layer_met1.png
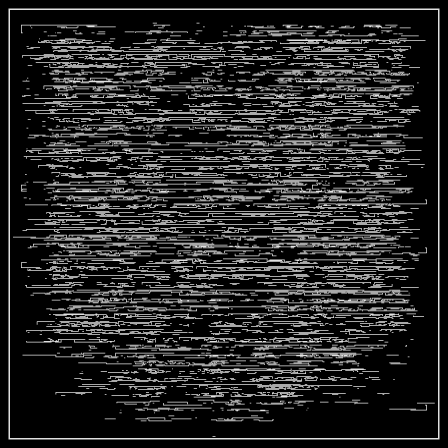
layer_met2.png
Bar = 50 um. Cells faint in the background.
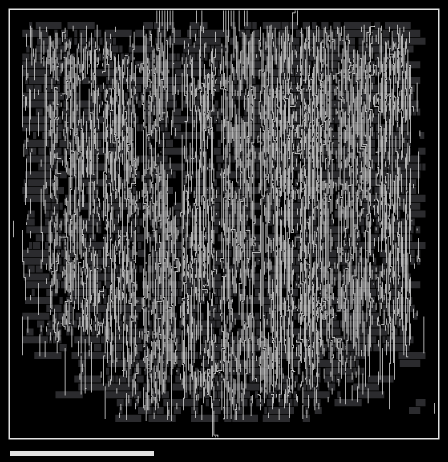
layer_met3.png
Bar = 50 um.
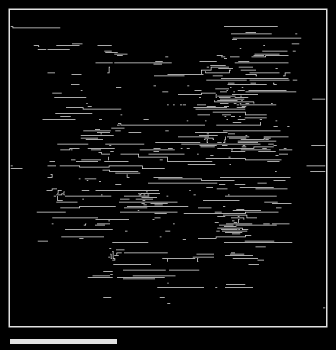
layer_met4.png
Cells faint in the background.
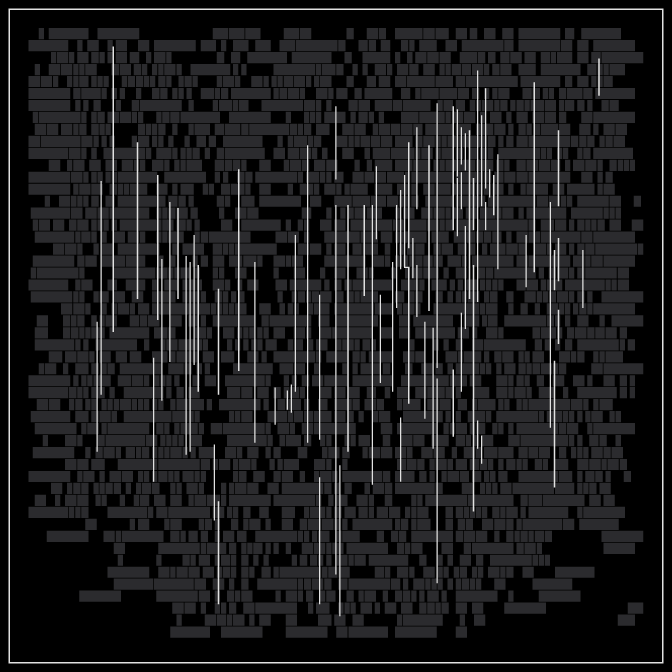
congestion.png
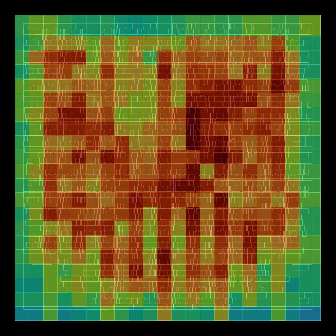
`src/rtl/lru_pkg.sv`:
```
// Shared constants and helpers for the matrix-based LRU tracker.
// Holds the default geometry, the width helper and the reset-order row generator.
package lru_pkg;

  localparam int LRU_DEF_WAYS = 4;
  localparam int LRU_DEF_SETS = 16;
  localparam int LRU_MAX_WAYS = 8;

  function automatic int lru_clog2(input int n);
    int r;
    r = 0;
    for (int i = 0; i < 31; i++) begin
      if ((1 << i) < n) r = i + 1;
    end
    return r;
  endfunction

  // Full (diagonal-included) reset row for way i: more recent than every lower way.
  function automatic logic [LRU_MAX_WAYS-1:0] lru_reset_row(input int i);
    logic [LRU_MAX_WAYS-1:0] r;
    r = '0;
    for (int j = 0; j < LRU_MAX_WAYS; j++) begin
      if (j < i) r[j] = 1'b1;
    end
    return r;
  endfunction

endpackage

```
`src/rtl/lru_matrix_if.sv`:
```
// Access / invalidate / victim-query bundle for lru_matrix.
// Handshake: every *_vld / vic_req is a single-cycle strobe with no back-pressure; vic_vld follows vic_req by exactly one cycle.
interface lru_matrix_if
  import lru_pkg::*;
#(
  parameter int WAYS = LRU_DEF_WAYS,
  parameter int SETS = LRU_DEF_SETS
);
  localparam int WAY_W = lru_clog2(WAYS);
  localparam int SET_W = lru_clog2(SETS);

  logic             touch_vld;
  logic [SET_W-1:0] touch_set;
  logic [WAY_W-1:0] touch_way;
  logic             inv_vld;
  logic [SET_W-1:0] inv_set;
  logic [WAY_W-1:0] inv_way;
  logic             vic_req;
  logic [SET_W-1:0] vic_set;
  logic [WAYS-1:0]  vic_lock;
  logic             vic_vld;
  logic [WAY_W-1:0] vic_way;
  logic             vic_none;

  modport master (
    output touch_vld, touch_set, touch_way,
    output inv_vld, inv_set, inv_way,
    output vic_req, vic_set, vic_lock,
    input  vic_vld, vic_way, vic_none
  );

  modport slave (
    input  touch_vld, touch_set, touch_way,
    input  inv_vld, inv_set, inv_way,
    input  vic_req, vic_set, vic_lock,
    output vic_vld, vic_way, vic_none
  );

endinterface

```
`src/rtl/lru_victim_select.sv`:
```
// Combinational victim pick: the unlocked way whose row, masked by the unlocked set, is all zero.
// A total recency order guarantees at most one such way, so the encode is a plain OR-style scan.
module lru_victim_select
  import lru_pkg::*;
#(
  parameter int WAYS = LRU_DEF_WAYS
) (
  input  logic [WAYS-1:0][WAYS-1:0]     rows,
  input  logic [WAYS-1:0]               lock,
  output logic [lru_clog2(WAYS)-1:0]    way,
  output logic                          none
);
  localparam int WAY_W = lru_clog2(WAYS);

  logic [WAYS-1:0] cand;

  always_comb begin
    cand = '0;
    way  = '0;
    none = &lock;
    for (int v = 0; v < WAYS; v++) begin
      cand[v] = !lock[v] && ((rows[v] & ~lock) == '0);
    end
    for (int v = 0; v < WAYS; v++) begin
      if (cand[v]) way = WAY_W'(v);
    end
  end

endmodule

```
`src/rtl/lru_matrix.sv`:
```
// Per-set WAYS x WAYS age-matrix LRU tracker with touch, invalidate and registered victim query.
// Rows are stored compressed (diagonal dropped) and expanded to full width only for update/select.
module lru_matrix
  import lru_pkg::*;
#(
  parameter int WAYS = LRU_DEF_WAYS,
  parameter int SETS = LRU_DEF_SETS
) (
  input  logic         clk,
  input  logic         reset,
  lru_matrix_if.slave  bus
);
  localparam int WAY_W = lru_clog2(WAYS);
  localparam int SET_W = lru_clog2(SETS);

  typedef logic [WAYS-1:0] frow_t;
  typedef logic [WAYS-2:0] crow_t;

  logic [SETS-1:0][WAYS-1:0][WAYS-2:0] mat_q, mat_d;
  logic [WAYS-1:0][WAYS-1:0]           full;
  logic [WAYS-1:0][WAYS-1:0]           vic_rows;
  logic                                touch_ok, inv_ok;
  logic [WAY_W-1:0]                    sel_way;
  logic                                sel_none;
  logic                                vic_vld_q, vic_vld_d;
  logic [WAY_W-1:0]                    vic_way_q, vic_way_d;
  logic                                vic_none_q, vic_none_d;

  function automatic frow_t low_mask(input int i);
    return frow_t'((frow_t'(1) << i) - frow_t'(1));
  endfunction

  // Compressed bit k maps to column k below the diagonal and column k+1 above it.
  function automatic frow_t expand(input int i, input crow_t r);
    frow_t rw;
    rw = frow_t'(r);
    return (rw & low_mask(i)) | ((rw & ~low_mask(i)) << 1);
  endfunction

  function automatic crow_t compress(input int i, input frow_t f);
    return crow_t'((f & low_mask(i)) | ((f >> 1) & ~low_mask(i)));
  endfunction

  function automatic crow_t reset_row(input int i);
    return compress(i, frow_t'(lru_reset_row(i)));
  endfunction

  assign touch_ok = bus.touch_vld && (32'(bus.touch_way) < WAYS);
  assign inv_ok   = bus.inv_vld   && (32'(bus.inv_way)   < WAYS);

  // Touch is applied before invalidate so a same-way collision ends LRU.
  always_comb begin
    mat_d    = mat_q;
    full     = '0;
    vic_rows = '0;
    for (int s = 0; s < SETS; s++) begin
      for (int i = 0; i < WAYS; i++) begin
        full[i] = expand(i, mat_q[s][i]);
      end
      if (touch_ok && (bus.touch_set == SET_W'(s))) begin
        full[bus.touch_way] = '1;
        for (int j = 0; j < WAYS; j++) full[j][bus.touch_way] = 1'b0;
      end
      if (inv_ok && (bus.inv_set == SET_W'(s))) begin
        full[bus.inv_way] = '0;
        for (int j = 0; j < WAYS; j++) full[j][bus.inv_way] = 1'b1;
        full[bus.inv_way][bus.inv_way] = 1'b0;
      end
      for (int i = 0; i < WAYS; i++) begin
        mat_d[s][i] = compress(i, full[i]);
      end
      if (bus.vic_set == SET_W'(s)) vic_rows = full;
    end
  end

  lru_victim_select #(.WAYS(WAYS)) u_sel (
    .rows (vic_rows),
    .lock (bus.vic_lock),
    .way  (sel_way),
    .none (sel_none)
  );

  always_comb begin
    vic_vld_d  = bus.vic_req;
    vic_way_d  = vic_way_q;
    vic_none_d = vic_none_q;
    if (bus.vic_req) begin
      vic_way_d  = sel_way;
      vic_none_d = sel_none;
    end
  end

  always_ff @(posedge clk or negedge reset) begin
    if (!reset) begin
      for (int s = 0; s < SETS; s++) begin
        for (int i = 0; i < WAYS; i++) begin
          mat_q[s][i] <= reset_row(i);
        end
      end
      vic_vld_q  <= 1'b0;
      vic_way_q  <= '0;
      vic_none_q <= 1'b0;
    end else begin
      mat_q      <= mat_d;
      vic_vld_q  <= vic_vld_d;
      vic_way_q  <= vic_way_d;
      vic_none_q <= vic_none_d;
    end
  end

  assign bus.vic_vld  = vic_vld_q;
  assign bus.vic_way  = vic_way_q;
  assign bus.vic_none = vic_none_q;

endmodule

```
`src/flat_wrapper.sv`:
```
// flat-port wrapper written by rule: the top's interface ports become plain ports
module lru_matrix_flat import lru_pkg::*;
#(
  parameter int WAYS = LRU_DEF_WAYS,
  parameter int SETS = LRU_DEF_SETS
)
  (clk, reset, bus_touch_vld, bus_touch_set, bus_touch_way, bus_inv_vld, bus_inv_set, bus_inv_way, bus_vic_req, bus_vic_set, bus_vic_lock, bus_vic_vld, bus_vic_way, bus_vic_none);
  lru_matrix_if #(.WAYS(WAYS), .SETS(SETS)) bus_i ();
  input  logic clk;
  input  logic reset;
  input wire logic [$bits(bus_i.touch_vld)-1:0] bus_touch_vld;
  input wire logic [$bits(bus_i.touch_set)-1:0] bus_touch_set;
  input wire logic [$bits(bus_i.touch_way)-1:0] bus_touch_way;
  input wire logic [$bits(bus_i.inv_vld)-1:0] bus_inv_vld;
  input wire logic [$bits(bus_i.inv_set)-1:0] bus_inv_set;
  input wire logic [$bits(bus_i.inv_way)-1:0] bus_inv_way;
  input wire logic [$bits(bus_i.vic_req)-1:0] bus_vic_req;
  input wire logic [$bits(bus_i.vic_set)-1:0] bus_vic_set;
  input wire logic [$bits(bus_i.vic_lock)-1:0] bus_vic_lock;
  output wire logic [$bits(bus_i.vic_vld)-1:0] bus_vic_vld;
  output wire logic [$bits(bus_i.vic_way)-1:0] bus_vic_way;
  output wire logic [$bits(bus_i.vic_none)-1:0] bus_vic_none;
  assign bus_i.touch_vld = bus_touch_vld;
  assign bus_i.touch_set = bus_touch_set;
  assign bus_i.touch_way = bus_touch_way;
  assign bus_i.inv_vld = bus_inv_vld;
  assign bus_i.inv_set = bus_inv_set;
  assign bus_i.inv_way = bus_inv_way;
  assign bus_i.vic_req = bus_vic_req;
  assign bus_i.vic_set = bus_vic_set;
  assign bus_i.vic_lock = bus_vic_lock;
  assign bus_vic_vld = bus_i.vic_vld;
  assign bus_vic_way = bus_i.vic_way;
  assign bus_vic_none = bus_i.vic_none;
  lru_matrix #(.WAYS(WAYS), .SETS(SETS)) u_core (.clk(clk), .reset(reset), .bus(bus_i));
endmodule
```
`config.mk`:
```
export PLATFORM = sky130hd
export DESIGN_NAME = lru_matrix_flat
export DESIGN_NICKNAME = d
export VERILOG_FILES = /design/src/rtl/lru_pkg.sv /design/src/rtl/lru_matrix_if.sv /design/src/rtl/lru_victim_select.sv /design/src/rtl/lru_matrix.sv /design/src/flat_wrapper.sv
export SDC_FILE = /design/constraint.sdc
export NUM_CORES = 1
export LEC_CHECK = 0
export ABC_AREA = 1
export CORE_MARGIN = 4
export CORE_UTILIZATION = 48
export DETAILED_ROUTE_END_ITERATION = 6
export GPL_TIMING_DRIVEN = 1
export PLACE_DENSITY_LB_ADDON = 0.15
export SYNTH_ARGS = -nofsm -noshare
export SYNTH_HDL_FRONTEND = slang
export SYNTH_SLANG_ARGS = --single-unit
```
`constraint.sdc`:
```
create_clock -name clk -period 2.34 [get_ports clk]
set_input_delay 0.234 -clock clk [delete_from_list [all_inputs] [get_ports clk]]
set_output_delay 0.234 -clock clk [all_outputs]
set_load 0.01 [all_outputs]
```
==> notes.md <==
yosys + openroad results -> Port-buffer cells=28, Yosys chip area=0.00943 sq mm, CP max FO=2, WP data arrival=2690 ps, inverters=261, DRT iter0 DRCs=1418, filler instances=1569, Nets at Floorplan=1443, most numerous cell on the critical path=nand2_2, required time of the critical path=2700 ps, Die X=148 um, Synth Warn #=0, H-tree levels=4, slack of the worst reg-to-reg path=8 ps, crit end category=flop, Final Setup Violations=0, total power=9.79 mW, Largest cell class=logic gates, RSZ-0062 raised after global routing=yes, failing checks=DRC, Startpoint Class=flop, max-cap violation count=0, Synth Area in XOR/XNOR=0, CTS Hold Buffers Added=1, Worst R2R Path Depth=19, initial antenna violation count=0, Compound Share, Synth=0.140, Die Area=0.0220 sq mm, RR Startpoint=u_core.mat_q[17], Tap Count=265, Top logic family=simple AND/OR/NAND/NOR gates, clock buffer count=19, number of non-clock buffers=444, Worst Clk Skew=7.72 ps, mean post-synth cell area=6.65 sq um, Worst R2R End=u_core.bus.vic_way[0], dpl hpwl=27400 um, cell area power density=685 mW/mm^2, crit share post-route=0.997, Seq area share=0.268, Slew HR=0.630, dominant register cell=dfstp_2, total CTS buffers=17, clk sinks=148, worst skew pair latency=440 ps, Netlist cell types=39, cell count in the Yosys report=1418, kind of critical path=reg2reg, vias in the first global route=11181, Hold Path Class=in2async, largest buffer count on any clock path=2, Post-Syn Instances=1418, Adder Share, Synth=0, Crit-path slowest cell=dfrtp_1, Pins Over Slew Limit=0, number of placement rows=51, outcome=finished, violations left, area grow syn2layout=51.5%, final net count=1871, Tmin final=2330 ps, Comb area=0.00502 sq mm, count of library flops with an enable pin=0, clk slew on worst S/H paths=70 ps, DRC viols=2, Area leader share=0.267, async set-reset flop share out of synthesis=1.00, CP max stage delay=400 ps
Notes on layer_met1.png above:
1788 nets have wire on it. The wires run mostly horizontal. The longest straight run is 43.7 um. The layer holds 39% of the routed length.

Notes on layer_met2.png above:
The wires run mostly vertical. The longest straight run is 65.4 um. 1567 nets have wire on it.
DRT Wirelength: 37300 um
GR Util met2: 0.551
Via Count: 11444

Notes on layer_met3.png above:
The layer holds 7.8% of the routed length. The wires run mostly horizontal. The longest straight run is 39.3 um. 234 nets have wire on it.
met3 Track Usage GR: 0.0542

Notes on layer_met4.png above:
The layer holds 5.6% of the routed length. 70 nets have wire on it. The wires run mostly vertical.

Notes on congestion.png above:
post-DR wirelength/cell: 17.6 um
GRT met1 Usage: 0.413
GRT Max-Usage Layer: met2
Tot GR Track Use: 0.331

[Yosys cell counts, types with 4 or more instances]
cell type    n
a21oi_1     51
a31oi_1     13
and2_1       7
buf_1        6
buf_2       15
clkbuf_1    14
dfrtp_1     52
dfstp_2     96
inv_1      239
inv_2       22
nand2_1    384
nand3_1    127
nand3_2      4
nand4_1     21
nor2_1     169
nor2_2      11
nor2_4       6
nor3_1       5
o211ai_1    13
o21a_1       9
o21ai_0     85
o21ai_1     24
o21bai_1     6
o221ai_1    11
o22ai_1      7
or2_2        5
[state kept, by name, summed over array words and instances, names as in the netlist]
name and count:
u_core.bus.vic_none 1, u_core.bus.vic_vld 1, u_core.mat_q 144, u_core.bus.vic_way 2
[worst min-delay path by stage]
stage	from	endpoint	slack (ps)	depth (start not counted)
6_report	reset	u_core.mat_q[65]	330	2
5_1_grt	bus_inv_way[0]	u_core.mat_q[34]	340	4
4_1_cts	bus_touch_way[0]	u_core.mat_q[34]	320	6
3_5_place_dp	reset	u_core.mat_q[65]	230	1
3_3_place_gp	reset	u_core.mat_q[65]	230	1
2_1_floorplan	reset	u_core.bus.vic_none	-60	0
[stage by stage]
stage	worst slack [ps]	utilization	std cells	instance area [sq um]	hold WS [ps]
after floorplan	290	-	1418	9430	-61.6
after global placement	-907	0.659	2051	12800	234
after detailed placement	-982	0.659	2051	12800	233
after CTS	7.06	0.706	2095	13700	317
after global routing	-87.3	0.737	2124	14300	344
final	8.07	0.737	2124	14300	327
[worst max-delay path: cells and delay by family, from the launching register on]
kind             cells  cell delay, ps
flip-flops           1             400
AND-OR/OR-AND        2             260
AND/OR/NAND/NOR     17            1600
[layout by cell type (no fill, tap or decap), drive strengths merged, types with 3 or more instances in the layout]
cell type | netlist | routed
a31oi | 13 | 13
clkdlybuf4s50 | 0 | 9
buf | 22 | 421
nor3 | 5 | 5
o22ai | 7 | 7
inv | 261 | 262
bufinv | 0 | 3
and2 | 7 | 7
dfrtp | 52 | 52
or2 | 5 | 5
o221ai | 11 | 11
clkinv | 0 | 7
o21bai | 6 | 6
dfstp | 96 | 96
nand3 | 131 | 131
o211ai | 13 | 13
o21a | 9 | 9
o21ai | 109 | 109
nor2 | 186 | 187
a21oi | 51 | 51
clkbuf | 14 | 28
nand2 | 386 | 386
nand4 | 21 | 21
dlygate4sd2 | 0 | 4
[routing by layer]
layer | part of all wire | GRT usage | wire length (um) | vias up
met3 | 0.078 | 0.0542 | 2930 | 170
met4 | 0.056 | 0.176 | 2100 | 0
met2 | 0.47 | 0.551 | 17700 | 623
met5 | 0 | 0 | 0 | -
met1 | 0.39 | 0.413 | 14600 | 5295
li1 | - | - | - | 5356
[where the power goes]
group / internal (mW) / total, mW / switching (mW) / leakage (nW)
Clock: 1.72 / 2.91 / 1.19 / 0.299
Combinational: 1.47 / 3.13 / 1.65 / 5.28
Sequential: 3.54 / 3.76 / 0.212 / 1.62
[logic make-up (layout without fill, tap and decap cells)]
kind of cell / Yosys count / in the layout
AOI/OAI and AO/OA: 230 / 230
buffers and inverters: 297 / 737
DFF: 148 / 148
and+or+nand+nor: 743 / 744
Power is estimated from default activity; no workload was simulated.
